$ cat src/rtl/keypad_ctrl.sv
// Keypad sequencing controller: debounces a 4x4 key array, rejects chords, strobes one
// key code per press into the key buffer, tracks buffer fill and turns the clear level into a pulse.
module keypad_ctrl #(
   parameter int DEBOUNCE = 4,
   parameter int CW       = 8
) (
   input  logic        clock,
   input  logic        reset,
   input  logic [15:0] keys,
   input  logic        clear_in,
   output logic        key_valid,
   output logic [3:0]  key_val,
   output logic        clear_out,
   output logic [3:0]  ndigits,
   output logic        full,
   output logic        overflow,
   output logic        multi
);

   // state      | meaning
   // S_IDLE     | no key pressed, waiting for a single key
   // S_DEBOUNCE | single key seen, waiting for it to stay stable
   // S_HELD     | key accepted (or dropped), waiting for full release
   // S_RELEASE  | all keys released, waiting for release to stay stable
   typedef enum logic [1:0] {
      S_IDLE,
      S_DEBOUNCE,
      S_HELD,
      S_RELEASE
   } state_t;

   localparam logic [CW-1:0] DB_LIMIT = CW'(DEBOUNCE);

   state_t        state;
   logic [CW-1:0] cnt;
   logic [15:0]   cap_keys;
   logic [3:0]    cap_code;
   logic          clear_prev;

   logic [4:0]    key_count;
   logic [3:0]    key_code;
   logic          clear_edge;
   logic          accept;

   always_comb begin
      key_count = 5'd0;
      key_code  = 4'd0;
      for (int i = 0; i < 16; i++) begin
         if (keys[i]) begin
            key_count = key_count + 5'd1;
            key_code  = 4'(i);
         end
      end
   end

   assign clear_edge = clear_in & ~clear_prev;
   assign accept     = (state == S_DEBOUNCE) && (keys == cap_keys) && (cnt == DB_LIMIT);
   assign full       = (ndigits == 4'd8);
   assign multi      = (state == S_IDLE) && (key_count > 5'd1);

   always_ff @(posedge clock or negedge reset) begin
      if (!reset) begin
         state      <= S_IDLE;
         cnt        <= '0;
         cap_keys   <= '0;
         cap_code   <= '0;
         clear_prev <= 1'b0;
         key_valid  <= 1'b0;
         key_val    <= '0;
         clear_out  <= 1'b0;
         ndigits    <= '0;
         overflow   <= 1'b0;
      end else begin
         clear_prev <= clear_in;
         clear_out  <= clear_edge;
         key_valid  <= 1'b0;
         overflow   <= 1'b0;

         // A clear edge always wins over a key acceptance on the same edge; the key is lost.
         if (clear_edge) begin
            ndigits <= '0;
         end else if (accept) begin
            if (full) begin
               overflow <= 1'b1;
            end else begin
               key_valid <= 1'b1;
               key_val   <= cap_code;
               ndigits   <= ndigits + 4'd1;
            end
         end

         case (state)
            S_IDLE: begin
               if (key_count == 5'd1) begin
                  cap_keys <= keys;
                  cap_code <= key_code;
                  cnt      <= CW'(1);
                  state    <= S_DEBOUNCE;
               end
            end
            S_DEBOUNCE: begin
               if (keys != cap_keys) begin
                  state <= S_IDLE;
               end else if (cnt < DB_LIMIT) begin
                  cnt <= cnt + CW'(1);
               end else begin
                  state <= S_HELD;
               end
            end
            S_HELD: begin
               if (keys == 16'd0) begin
                  cnt   <= CW'(1);
                  state <= S_RELEASE;
               end
            end
            S_RELEASE: begin
               if (keys != 16'd0) begin
                  cnt <= '0;
               end else if (cnt < DB_LIMIT) begin
                  cnt <= cnt + CW'(1);
               end else begin
                  state <= S_IDLE;
               end
            end
            default: state <= S_IDLE;
         endcase
      end
   end

endmodule

$ cat config.mk
export PLATFORM = sky130hd
export DESIGN_NAME = keypad_ctrl
export DESIGN_NICKNAME = d
export VERILOG_FILES = /design/src/rtl/keypad_ctrl.sv
export SDC_FILE = /design/constraint.sdc
export NUM_CORES = 1
export LEC_CHECK = 0
export ABC_AREA = 1
export CELL_PAD_IN_SITES_DETAIL_PLACEMENT = 1
export CELL_PAD_IN_SITES_GLOBAL_PLACEMENT = 2
export CORE_MARGIN = 1
export CORE_UTILIZATION = 32
export DETAILED_ROUTE_END_ITERATION = 10
export GPL_TIMING_DRIVEN = 1
export HOLD_SLACK_MARGIN = 0.03
export PLACE_DENSITY = 0.92
export SETUP_SLACK_MARGIN = 0.1
export SLEW_MARGIN = 10
export SYNTH_ARGS = -nofsm -noshare
export SYNTH_HDL_FRONTEND = slang
export SYNTH_SLANG_ARGS = --single-unit
$ cat constraint.sdc
create_clock -name clock -period 9.9 [get_ports clock]
set_input_delay 0.99 -clock clock [delete_from_list [all_inputs] [get_ports clock]]
set_output_delay 0.99 -clock clock [all_outputs]
set_load 0.02 [all_outputs]
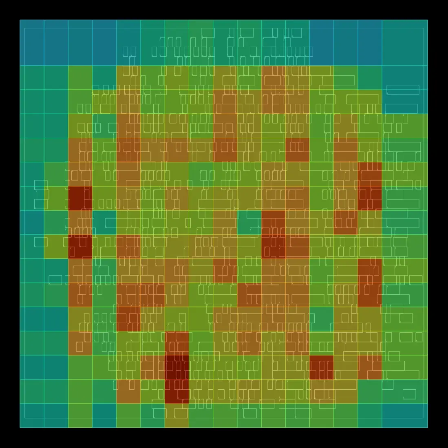
Fig. 1. Track usage over the die.
final routed wire length divided by cell count: 12.95 um
layer carrying the most global-route usage: met2
GRT met3 Usage: 1.505%
total routing usage reported by global routing: 17.75%
met2 capacity usage during global routing: 32.86%

==> flow_summary.html <==
<h3>Run summary</h3>
<table>
<tr><th>Metric</th><th>Value</th></tr>
<tr><th colspan="2">Final timing</th></tr>
<tr><td>Final Cycle Share</td><td>between 90% and 100%</td></tr>
<tr><td>Worst slew margin</td><td>36.79%</td></tr>
<tr><td>Final Hold Slack</td><td>about 0.47 ns</td></tr>
<tr><td>Final worst clock skew</td><td>0.004329 ns</td></tr>
<tr><td>Max-slew violation count</td><td>0</td></tr>
<tr><td>Post-layout min period</td><td>roughly 9 ns</td></tr>
<tr><td>Setup repair after global routing missed its margin</td><td>no</td></tr>
<tr><td>Maximum clock rate</td><td>between 0.1 and 0.15 GHz</td></tr>
<tr><td>Transition time of the tightest slew-check pin</td><td>between 0.9 and 1 ns</td></tr>
<tr><td>Final Hold Fails</td><td>0</td></tr>
<tr><td>Final setup violation count</td><td>0</td></tr>
<tr><td>Worst setup margin</td><td>0.8495 ns</td></tr>
<tr><th colspan="2">Route</th></tr>
<tr><td>Via Count</td><td>4392</td></tr>
<tr><td>Uppermost layer routed</td><td>met4</td></tr>
<tr><td>DRC Markers</td><td>0</td></tr>
<tr><td>Post-Route WL</td><td>roughly 11 mm</td></tr>
<tr><td>Count of antenna-violating nets left after detailed routing</td><td>0</td></tr>
<tr><td>Met2 Wirelength</td><td>~5.7 mm</td></tr>
<tr><td>Count of TritonRoute iterations in the first routing pass</td><td>4</td></tr>
<tr><td>Initial DRC count</td><td>between 150 and 200</td></tr>
<tr><td>Amount of wire on met3 after detailed routing</td><td>184 um</td></tr>
<tr><td>Total routed wire length on the met1 layer</td><td>around 5.5 mm</td></tr>
<tr><td>Per-cell via count in the routed design</td><td>between 4 and 5</td></tr>
<tr><th colspan="2">Synth</th></tr>
<tr><td>Yosys xor share</td><td>less than 1%</td></tr>
<tr><td>Area fraction in compound gates</td><td>under 10%</td></tr>
<tr><td>Part of the Yosys area used for sequential elements</td><td>about a quarter</td></tr>
<tr><td>Synthesized net count</td><td>approximately 730</td></tr>
<tr><td>AND/OR/NAND/NOR Cells, Area Fraction</td><td>49.60%</td></tr>
<tr><td>Adder-cell area share of the yosys netlist</td><td>about 6.0%</td></tr>
<tr><td>Synth Instances</td><td>between 600 and 700</td></tr>
<tr><td>Post-synthesis chip area from yosys</td><td>approximately 4200 um2</td></tr>
<tr><td>Post-synth design cell area</td><td>roughly 4200 um2</td></tr>
<tr><td>Number of distinct library cells after synthesis</td><td>37</td></tr>
<tr><td>FF+latch count, synth</td><td>between 40 and 50</td></tr>
<tr><td>Warnings from Yosys</td><td>0</td></tr>
<tr><td>Synth mux share</td><td>0%</td></tr>
<tr><td>Average size of a mapped cell</td><td>between 6 and 7 um2</td></tr>
<tr><td>Post-synthesis cell count from yosys</td><td>between 600 and 700</td></tr>
<tr><td>Logic family by area</td><td>simple AND/OR/NAND/NOR gates</td></tr>
<tr><th colspan="2">Clock network</th></tr>
<tr><td>Postcts setup bufs</td><td>0</td></tr>
<tr><td>Maximum number of buffers from clock root to sink</td><td>2</td></tr>
<tr><td>Number of levels in the clock H-tree</td><td>2</td></tr>
<tr><td>Clock buffers created by TritonCTS</td><td>5</td></tr>
<tr><td>Total of cells resized after clock tree synthesis</td><td>5</td></tr>
<tr><td>TritonCTS clock tree</td><td>yes</td></tr>
<tr><td>Cell at the root of the clock tree</td><td>sky130_fd_sc_hd__clkbuf_16</td></tr>
<tr><td>Hold buffer count at cts</td><td>0</td></tr>
<tr><td>Clock edge transition at the registers on the reported setup and hold paths</td><td>~0.06 ns</td></tr>
<tr><td>Clock net sink count</td><td>between 40 and 50</td></tr>
<tr><td>Clock latency at the later pin of the worst-skew pair</td><td>roughly 0.28 ns</td></tr>
<tr><th colspan="2">Place</th></tr>
<tr><td>Worst slack at placement</td><td>-0.2530 ns</td></tr>
<tr><td>Post-DP HPWL</td><td>9.309 mm</td></tr>
<tr><td>Placement Cell Area</td><td>4641 um2</td></tr>
<tr><td>Weighted congestion at the end of routability-driven global placement</td><td>around 0.82</td></tr>
<tr><td>Post-Place Cells</td><td>about 900</td></tr>
<tr><td>Number of input and output port buffers inserted</td><td>31</td></tr>
<tr><th colspan="2">Power</th></tr>
<tr><td>Seq power</td><td>around 0.26 mW</td></tr>
<tr><td>Worst-case vdd ir drop</td><td>0.07512 mV</td></tr>
<tr><td>Heaviest power group</td><td>combinational logic</td></tr>
<tr><td>Clk pwr share</td><td>a little over a fifth</td></tr>
<tr><td>Ratio of total power to cell area</td><td>between 150 and 200 nW/um2</td></tr>
<tr><td>Portion of total power attributed to combinational logic</td><td>around half</td></tr>
<tr><td>Sequential fraction of design power</td><td>around 29%</td></tr>
<tr><td>Switching power of the nets</td><td>0.3793 mW</td></tr>
<tr><td>Total combinational power</td><td>between 0.4 and 0.5 mW</td></tr>
<tr><td>Switching part of the total power</td><td>between 40% and 50%</td></tr>
<tr><td>Cell Int Power</td><td>0.4931 mW</td></tr>
<tr><td>Total clock network power</td><td>~0.19 mW</td></tr>
<tr><td>Lkg Pwr</td><td>around 2.6 nW</td></tr>
<tr><th colspan="2">Flow run</th></tr>
<tr><td>Stage-log warning count</td><td>31</td></tr>
<tr><td>Total of max-cap violations</td><td>0</td></tr>
<tr><th colspan="2">Worst hold path</th></tr>
<tr><td>Class of the most critical hold timing path</td><td>flip-flop to flip-flop</td></tr>
<tr><td>Hold_sp</td><td>cap_code[3]$_DFFE_PN0P_</td></tr>
<tr><th colspan="2">Layout</th></tr>
<tr><td>Design area</td><td>between 4000 and 5000 um2</td></tr>
<tr><td>Clock network area share</td><td>around 3.4%</td></tr>
<tr><td>Storage element area</td><td>about 1100 um2</td></tr>
<tr><td>Fraction of area in non-clock buffers</td><td>under 10%</td></tr>
<tr><td>Area taken by multi-input logic gates</td><td>between 2000 and 3000 um2</td></tr>
<tr><td>Final core occ</td><td>between 30% and 40%</td></tr>
<tr><td>Clkbuf count</td><td>6</td></tr>
<tr><td>Net count of the finished layout</td><td>754</td></tr>
<tr><td>Top Layout Cells</td><td>252 x sky130_fd_sc_hd__nand2_1, 89 x sky130_fd_sc_hd__inv_1, 88 x sky130_fd_sc_hd__nand3_1, 42 x sky130_fd_sc_hd__dfrtp_1, 35 x sky130_fd_sc_hd__nor2_1</td></tr>
<tr><td>Antenna diode count</td><td>0</td></tr>
<tr><td>Fill cells</td><td>around 1.8k</td></tr>
<tr><td>Highest-count logic cell in the final layout</td><td>sky130_fd_sc_hd__nand2_1</td></tr>
<tr><td>Area growth syn-to-layout</td><td>16.39%</td></tr>
<tr><td>Combinational share of cell area</td><td>a little under three fifths</td></tr>
<tr><td>Most area-hungry cell class in the final design</td><td>combinational gates</td></tr>
<tr><td>Nonclk inv count</td><td>101</td></tr>
<tr><td>Fraction of area in registers</td><td>21.51%</td></tr>
<tr><td>Flops</td><td>42</td></tr>
<tr><td>Count of non-filler cells in the finished layout</td><td>888</td></tr>
<tr><td>Number of combinational gates with multiple inputs</td><td>between 500 and 600</td></tr>
<tr><td>Share of cells above drive strength 1</td><td>between 10% and 20%</td></tr>
<tr><td>Count of non-CTS buffers in the layout</td><td>35</td></tr>
<tr><th colspan="2">Floorplanning</th></tr>
<tr><td>Row count</td><td>41</td></tr>
<tr><td>Die Outline Area</td><td>around 14000 um2</td></tr>
<tr><td>Initial Util</td><td>33.00%</td></tr>
<tr><td># Taps</td><td>around 170</td></tr>
<tr><td>I/O pin count</td><td>32</td></tr>
<tr><td>Die outline height</td><td>~120 um</td></tr>
<tr><td>Standard cell core area</td><td>between 10000 and 15000 um2</td></tr>
<tr><td>Die outline width</td><td>approximately 120 um</td></tr>
<tr><th colspan="2">Critical path</th></tr>
<tr><td>Cell class contributing the biggest share of worst-path delay</td><td>simple AND/OR/NAND/NOR gates</td></tr>
<tr><td>Highest fanout seen on the critical path</td><td>5</td></tr>
<tr><td>Reg-to-reg startpoint</td><td>cap_keys[0]$_DFFE_PN0P_</td></tr>
<tr><td>Data required time at the worst endpoint</td><td>~8.9 ns</td></tr>
<tr><td>Element type at the critical path end</td><td>output pin</td></tr>
<tr><td>Largest stage delay on the critical path</td><td>between 0.3 and 0.4 ns</td></tr>
<tr><td>Kind of start point of the critical path</td><td>primary input</td></tr>
<tr><td>Start point of the critical path</td><td>keys[1]</td></tr>
<tr><td>Cell with the largest stage delay on the worst path</td><td>sky130_fd_sc_hd__ha_1</td></tr>
<tr><td>Most common cell type on the critical path</td><td>sky130_fd_sc_hd__nand2_1</td></tr>
<tr><td>Bufs and invs on worst path</td><td>8</td></tr>
<tr><td>Critical setup path kind</td><td>primary input to output pin</td></tr>
<tr><td>Data arrival at the endpoint of the critical path</td><td>roughly 8.1 ns</td></tr>
<tr><th colspan="2">GRT</th></tr>
<tr><td>First-pass GRT wire length</td><td>~20 mm</td></tr>
<tr><td>Grt total ovfl</td><td>0</td></tr>
<tr><td>Number of global-route vias before repair</td><td>between 4k and 5k</td></tr>
<tr><td>GR Util met1</td><td>approximately 22%</td></tr>
<tr><td>Maximum number of pins on one net before global-route repair</td><td>43</td></tr>
<tr><td>Antenna violations before repair</td><td>0</td></tr>
<tr><th colspan="2">Run status</th></tr>
<tr><td>Status</td><td>finished clean</td></tr>
</table>
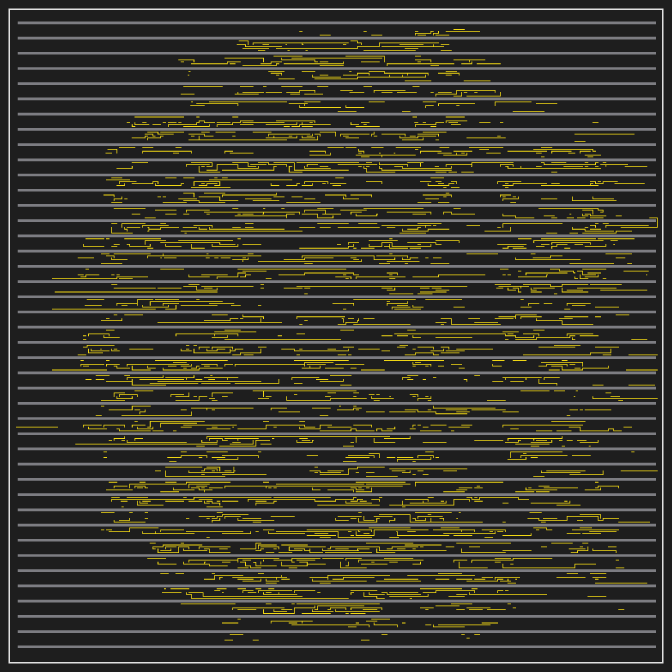
Fig. 2. Signal wires on met1.
Supply wires on this layer in gray.
longest straight run	32.7 um
share of all routed wire	48%

stage by stage:
| step | TNS [ns] | power (mW) |
|---|---|---|
| after floorplan | 0 | 0.5726 |
| after global placement | 0 | 0.6525 |
| after detailed placement | -0.2530 | 0.6772 |
| after CTS | 0 | 0.8675 |
| after global routing | 0 | 0.9575 |
| final | 0 | 0.8724 |
state kept, by name (all words and copies together) (netlist names), named ones only:
register and cells:
overflow 1, state 1, clear_prev 1, clear_out 1, key_val 4, ndigits 4
cnt 8, cap_code 4, key_valid 1, cap_keys 16
cell usage after synthesis (all sizes together):
library cell	n	share of area [%]
dfrtp	42	25
o21bai	2	0.36
clkbuf	4	0.36
nand3b	12	2.1
a41oi	1	0.21
nor3b	1	0.18
and2	1	0.15
a21oi	10	1.4
o21ai	32	3.8
xnor2	1	0.21
nand4	8	1.2
o2111ai	1	0.21
o22ai	1	0.15
buf	11	1.8
a31oi	8	1.2
xor2	2	0.42
ha	20	6.0
inv	101	9.1
nor3	4	0.48
nor2	37	3.5
nor4	2	0.30
nand3	100	13
or2	6	0.89
nand2	280	27
a211oi	1	0.18
tightest hold or removal path, delay by kind of cell, from the launching register on:
family	cells	cell delay, ns
AND/OR/NAND/NOR	2	0.10
flip-flops	1	0.34
final timing paths:
| check | slack, ns | endpoint | cells past startpoint |
|---|---|---|---|
| min | 0.47 | key_val[3]$_DFFE_PN0P_ | 2 |
| min in group asynchronous | 0.85 | clear_out$_DFF_PN0_ | 1 |
| min reg2reg | 0.47 | key_val[3]$_DFFE_PN0P_ | 2 |
| max reg2reg | 7.81 | cnt[1]$_DFFE_PN0P_ | 9 |
| max | 0.85 | multi | 54 |
| max in group asynchronous | 8.45 | key_val[0]$_DFFE_PN0P_ | 1 |
Power figures rest on the tool's default switching activity, not on a simulated workload.
